**config.mk**
```make
export PLATFORM = sky130hd
export DESIGN_NAME = sram_frame_arbiter
export DESIGN_NICKNAME = d
export VERILOG_FILES = /design/src/rtl/sram_frame_arbiter.sv
export SDC_FILE = /design/constraint.sdc
export NUM_CORES = 1
export LEC_CHECK = 0
export ABC_AREA = 1
export CORE_MARGIN = 5
export CORE_UTILIZATION = 41
export CTS_CLUSTER_SIZE = 12
export DETAILED_ROUTE_END_ITERATION = 8
export HOLD_SLACK_MARGIN = 0.02
export PLACE_DENSITY = 0.79
export SYNTH_ARGS = -nofsm -noshare
export SYNTH_HDL_FRONTEND = slang
export SYNTH_SLANG_ARGS = --single-unit
export TNS_END_PERCENT = 30
```
**constraint.sdc**
```tcl
create_clock -name Clk -period 2 [get_ports Clk]
set_clock_uncertainty 0.2 [all_clocks]
set_input_delay 0.3 -clock Clk [delete_from_list [all_inputs] [get_ports Clk]]
set_output_delay 0.3 -clock Clk [all_outputs]
set_load 0.005 [all_outputs]
```
**src/rtl/sram_frame_arbiter.sv**
```systemverilog
// Double-buffered 1M x16 async SRAM arbiter: VGA reads from the display frame, draw-engine writes to the other.
// Optional grant statistics are compiled in when SRAM_ARB_STATS_EN is defined.
module sram_frame_arbiter #(
   parameter logic [19:0] FRAME_WORDS   = 20'h4B000,
   parameter int          MAX_RD_STREAK = 8
) (
   input  logic        Clk,
   input  logic        Reset,
   input  logic        rd_req,
   input  logic [19:0] rd_addr,
   output logic        rd_ack,
   output logic        rd_valid,
   output logic [15:0] rd_data,
   input  logic        wr_req,
   input  logic [19:0] wr_addr,
   input  logic [15:0] wr_data,
   input  logic [1:0]  wr_be,
   output logic        wr_ack,
   input  logic        swap_req,
   output logic        swap_done,
   output logic        disp_frame,
   output logic [19:0] SRAM_ADDR,
   input  logic [15:0] SRAM_DQ_in,
   output logic [15:0] SRAM_DQ_out,
   output logic        SRAM_DQ_oe,
   output logic        SRAM_CE_N,
   output logic        SRAM_UB_N,
   output logic        SRAM_LB_N,
   output logic        SRAM_OE_N,
   output logic        SRAM_WE_N,
`ifdef SRAM_ARB_STATS_EN
   output logic [31:0] stat_rd_cnt,
   output logic [31:0] stat_wr_cnt,
`endif
   output logic [2:0]  dbg_state
);

   // Handshake: rd_req/wr_req are levels held by the requester until the matching
   // 1-cycle ack; the request fields are consumed on the grant edge, so the ack is
   // seen the cycle after. rd_valid and swap_done are 1-cycle pulses with no back-pressure.

   typedef enum logic [2:0] {
      IDLE   = 3'd0,
      RD1    = 3'd1,
      RD2    = 3'd2,
      RD_CAP = 3'd3,
      WR1    = 3'd4,
      WR2    = 3'd5,
      WR3    = 3'd6
   } state_t;

   localparam int SW = (MAX_RD_STREAK < 1) ? 1 : $clog2(MAX_RD_STREAK + 1);
   localparam logic [SW-1:0] STREAK_MAX = SW'(MAX_RD_STREAK);

   state_t        state;
   logic          swap_pend;
   logic [SW-1:0] streak;
   logic [15:0]   cap_q;
   logic          oor_q;
   logic [1:0]    be_q;

   logic [19:0]   disp_base;
   logic [19:0]   draw_base;
   logic [19:0]   rd_sum;
   logic [19:0]   wr_sum;
   logic          rd_oor;
   logic          wr_oor;
   logic          wr_grant;
   logic [SW-1:0] streak_next;

   assign disp_base   = disp_frame ? FRAME_WORDS : 20'h00000;
   assign draw_base   = disp_frame ? 20'h00000 : FRAME_WORDS;
   assign rd_sum      = disp_base + rd_addr;
   assign wr_sum      = draw_base + wr_addr;
   assign rd_oor      = (rd_addr >= FRAME_WORDS);
   assign wr_oor      = (wr_addr >= FRAME_WORDS);
   // Reads win unless the write has already waited out a full streak of reads.
   assign wr_grant    = wr_req && (!rd_req || (streak == STREAK_MAX));
   assign streak_next = !wr_req ? '0 : ((streak == STREAK_MAX) ? streak : streak + 1'b1);
   assign dbg_state   = state;

   always_ff @(posedge Clk or negedge Reset) begin
      if (!Reset) begin
         state       <= IDLE;
         swap_pend   <= 1'b0;
         streak      <= '0;
         cap_q       <= 16'h0000;
         oor_q       <= 1'b0;
         be_q        <= 2'b00;
         rd_ack      <= 1'b0;
         rd_valid    <= 1'b0;
         rd_data     <= 16'h0000;
         wr_ack      <= 1'b0;
         swap_done   <= 1'b0;
         disp_frame  <= 1'b0;
         SRAM_ADDR   <= 20'h00000;
         SRAM_DQ_out <= 16'h0000;
         SRAM_DQ_oe  <= 1'b0;
         SRAM_CE_N   <= 1'b1;
         SRAM_UB_N   <= 1'b1;
         SRAM_LB_N   <= 1'b1;
         SRAM_OE_N   <= 1'b1;
         SRAM_WE_N   <= 1'b1;
      end else begin
         rd_ack    <= 1'b0;
         rd_valid  <= 1'b0;
         wr_ack    <= 1'b0;
         swap_done <= 1'b0;
         if (swap_req) swap_pend <= 1'b1;

         case (state)
            IDLE: begin
               if (swap_pend) begin
                  // A vsync landing on the apply cycle stays pending for a second swap.
                  disp_frame <= ~disp_frame;
                  swap_done  <= 1'b1;
                  swap_pend  <= swap_req;
               end else if (wr_grant) begin
                  state       <= WR1;
                  wr_ack      <= 1'b1;
                  streak      <= '0;
                  oor_q       <= wr_oor;
                  be_q        <= wr_be;
                  SRAM_ADDR   <= wr_sum;
                  SRAM_DQ_out <= wr_data;
                  SRAM_DQ_oe  <= ~wr_oor;
                  SRAM_CE_N   <= wr_oor;
                  SRAM_OE_N   <= 1'b1;
                  SRAM_WE_N   <= 1'b1;
               end else if (rd_req) begin
                  state     <= RD1;
                  rd_ack    <= 1'b1;
                  streak    <= streak_next;
                  oor_q     <= rd_oor;
                  SRAM_ADDR <= rd_sum;
                  SRAM_CE_N <= rd_oor;
                  SRAM_OE_N <= rd_oor;
                  SRAM_UB_N <= rd_oor;
                  SRAM_LB_N <= rd_oor;
               end
            end
            RD1: state <= RD2;
            RD2: begin
               state     <= RD_CAP;
               cap_q     <= oor_q ? 16'h0000 : SRAM_DQ_in;
               SRAM_CE_N <= 1'b1;
               SRAM_OE_N <= 1'b1;
               SRAM_UB_N <= 1'b1;
               SRAM_LB_N <= 1'b1;
            end
            RD_CAP: begin
               // Staged one cycle so rd_data only changes together with rd_valid.
               state    <= IDLE;
               rd_data  <= cap_q;
               rd_valid <= 1'b1;
            end
            WR1: begin
               state <= WR2;
               if (!oor_q) begin
                  SRAM_WE_N <= 1'b0;
                  SRAM_UB_N <= ~be_q[1];
                  SRAM_LB_N <= ~be_q[0];
               end
            end
            WR2: begin
               state     <= WR3;
               SRAM_WE_N <= 1'b1;
               SRAM_UB_N <= 1'b1;
               SRAM_LB_N <= 1'b1;
            end
            WR3: begin
               state      <= IDLE;
               SRAM_CE_N  <= 1'b1;
               SRAM_DQ_oe <= 1'b0;
            end
            default: state <= IDLE;
         endcase
      end
   end

`ifdef SRAM_ARB_STATS_EN
   always_ff @(posedge Clk or negedge Reset) begin
      if (!Reset) begin
         stat_rd_cnt <= 32'd0;
         stat_wr_cnt <= 32'd0;
      end else if (state == IDLE) begin
         if (swap_pend) begin
            stat_rd_cnt <= 32'd0;
            stat_wr_cnt <= 32'd0;
         end else if (wr_grant) begin
            stat_wr_cnt <= stat_wr_cnt + 32'd1;
         end else if (rd_req) begin
            stat_rd_cnt <= stat_rd_cnt + 32'd1;
         end
      end
   end
`endif

endmodule
```
congestion_map.png
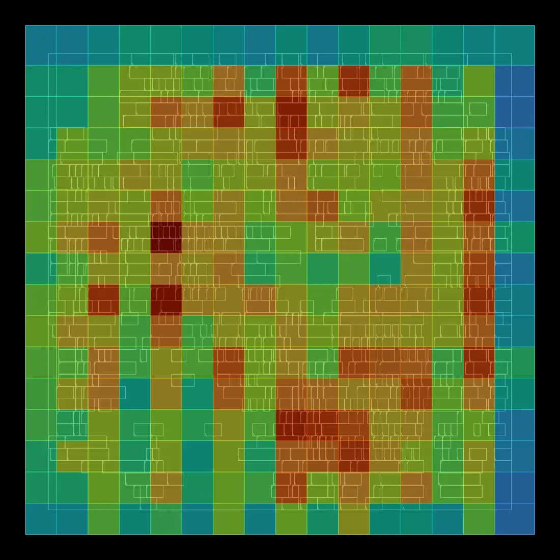
grt peak-use layer: met2
Util after Layout: 61.6%

layers.png
Drawn at 3 px/um.
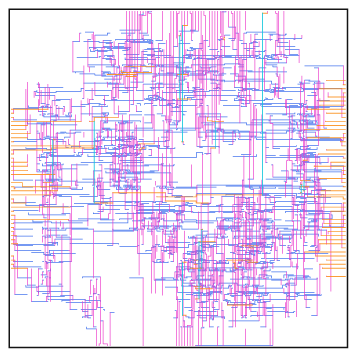
- magenta: M2 (wire length 5810 um)
- orange: M3 (wire length 770 um)
- cyan: M4 (wire length 226 um)
- blue: M1 (wire length 5090 um)

ff_map.png
Drawn at 2 px/um. Other sequential cells in the stronger gray, the rest of the logic in the fainter gray.
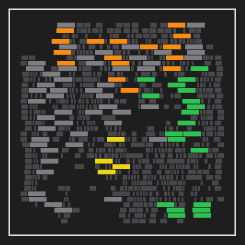
- green: `SRAM_ADDR` (flops 20)
- yellow: `streak` (flops 4)
- orange: `cap_q` (flops 16)
- not colored: 50

port_trees.png
Drawn at 3 px/um.
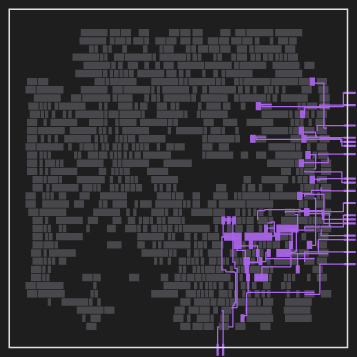
- purple: `rd_addr` (bits 20; direction input; edge 18 right, 2 bottom; end cells 37; buffers 21; wire 731 um)

pinout.png
Drawn at 2 px/um. Pins as bars across the die edge, other pins in gray.
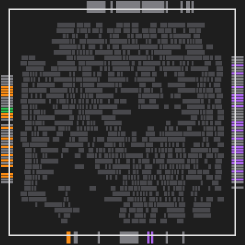
- green: `wr_be` (pins 2; direction input; edge left)
- orange: `wr_data` (pins 16; direction input; edge 14 left, 2 bottom)
- purple: `rd_addr` (pins 20; direction input; edge 18 right, 2 bottom)
- all pins by edge: 48 right, 41 top, 37 left, 19 bottom

-- stage by stage --
step            TNS, ns  power, mW  cells
4_1_cts               0       8.34    836
3_5_place_dp      -2.23       7.09    819
2_1_floorplan         0       4.87    527
3_3_place_gp      -1.60       6.95    819
5_1_grt        -0.00284       9.04    837
6_report              0       8.36    837
-- layer usage --
metal  up-vias  share of wire (%)  GRT usage [%]
met5         -                  0              0
met4         0                1.9           7.13
met3        22                6.5           4.42
met2       161                 49           31.7
met1      1882                 43           23.1
li1       2011                  -              -
-- sequential cells by signal (all words and copies together) (netlist names), 2 cells and up --
signal,cells
be_q,2
dbg_state,3
SRAM_ADDR,20
rd_data,16
streak,4
SRAM_DQ_out,16
cap_q,16
-- final timing paths --
path	startpoint	to	slack [ns]	cells past startpoint
setup / recovery	dbg_state[0]	dbg_state[0]	0.07	1
hold / removal	Reset	rd_data[10]	0.19	2
setup reg to reg	disp_frame	SRAM_ADDR[16]	0.08	10
hold reg to reg	SRAM_LB_N	SRAM_LB_N	0.28	2
max in group asynchronous	Reset	SRAM_ADDR[7]	0.81	3
min in group Clk	wr_data[15]	SRAM_DQ_out[15]	0.27	3
-- cell families (layout without fill, tap and decap cells) --
logic type,after synthesis,count (layout)
and+or+nand+nor,264,264
buffers and inverters,72,246
xor gates and xnor gates,5,5
AOI/OAI and AO/OA,84,84
adders and majority gates,12,12
DFF,90,90
-- power groups by stage --
stage / Combinational [mW] / Clock (mW) / Sequential, mW
5_1_grt: 4.55 / 1.33 / 3.16
3_5_place_dp: 4.00 / 0 / 3.09
3_3_place_gp: 3.87 / 0 / 3.07
6_report: 4.07 / 1.21 / 3.08
2_1_floorplan: 1.77 / 0 / 3.10
4_1_cts: 4.02 / 1.25 / 3.07
==> CHANGELOG.md <==
### Physical design

* Iter 0 DRT Violations at between 150 and 200
* Final worst setup slack at 0.0724 ns
* Hold Buf Count CTS at 1
* Dpl ws at -0.354 ns
* Sequential cell area at between 2000 and 2500 um2
* Share of flip-flops with an asynchronous set or reset at 100%
* Part of the power in registers at 36.8%
* Crit path kind: flop to output port
* Clock buf/inv share at just over 3%
* Synth cell types at 29
* Filler cells at approximately 900
* Setup-failing EPs final at 0
* Vias/cell at just under 5
* Worst Path Max Fanout at 6
* ANT cells at 0
* Crit path time final at 1.93 ns
* Grt ovf at 0
* Post-synthesis mux area share at 0%
* Post-synth top area share at between 40% and 50%
* Hold WS at between 0.15 and 0.2 ns
* Comb pwr share at roughly 49%
* Post-detail-place hpwl at 9140 um
* Most frequent logic cell in the layout: nand2_1
* Max_cap viols at 0
* Residual DRC at 0
* Die Width at 112 um
* Initial antenna violation count at 0
* Net count, final at slightly below 800
* CP bufs+invs at 1
* Relative max-transition margin at 67.2%
* Vias post-DR at 4076
* Hold Vio Cnt, Final at 0
* Largest area contributor in the netlist: dfrtp_1
* Layout cells sized above 1 at a little over 10%
* Element type at the critical path end: output port
* Flop count at ~90
* Vias in the first global route at 4127
* Crit-path cells: clkdlybuf4s50_1
* Clock buf count at 10
* Sw Pwr at 3.07 mW
* Logic area at ~1800 um2
* Leak at roughly 3.0 nW
* Pin slew with the least headroom to its limit at about 0.5 ns
* Area delta synth->final at 47.7%
* Post-synth regs at around 90
* Clock-pin slew on the worst setup and hold paths at 0.10 ns
* Pre-Place Util at a little over two fifths
* CP Launch Type: flop
* CTS root buf: clkbuf_8
* 1st-pass router iterations at 4
* Core area at between 10000 and 15000 um2
* Top cells by area: dfrtp_1, nand2_1, o21ai_0, inv_1, nor2_1
* Yosys stat cell total at 527
* Comb area leader: simple AND/OR/NAND/NOR gates
* Tcrit/Tclk final at approximately 96%
* Post-Synth Adder-Cell Area at around 3.9%
* CTS tree: done
* Internal at ~5.3 mW
* Final Wtd Congestion at 0.856
* Total detailed-routing wirelength at between 10000 and 15000 um
* Synth Cell Area at approximately 4300 um2
* Buffer share of cell area at between 20% and 30%
* Clock latency at the later pin of the worst-skew pair at approximately 0.35 ns
* CTS sink count at approximately 90
* Buffers, non-clock at between 150 and 200
* Critical Path AT at ~1.4 ns
* Port bufs at ~140
* Post-cts resize count at 0
* Post-DP Area at about 6000 um2
* Design area at 6330 um2
* GRT Total Usage at between 10% and 20%
* Pin count of the biggest net entering global routing at 33
* Comb area share at roughly 28%
* Yosys chip area at 4290 um2
* Yosys Warn Count at 0
* # rows at 37
* Final Slew Violations at 0
* Post-Syn Instances at 527
* Status: complete, no violations
* Tapcell Cnt at around 140
* And-or/or-and share of the synthesized area at between 10% and 20%
No activity file was given, so power comes from the tool's default toggle rates.
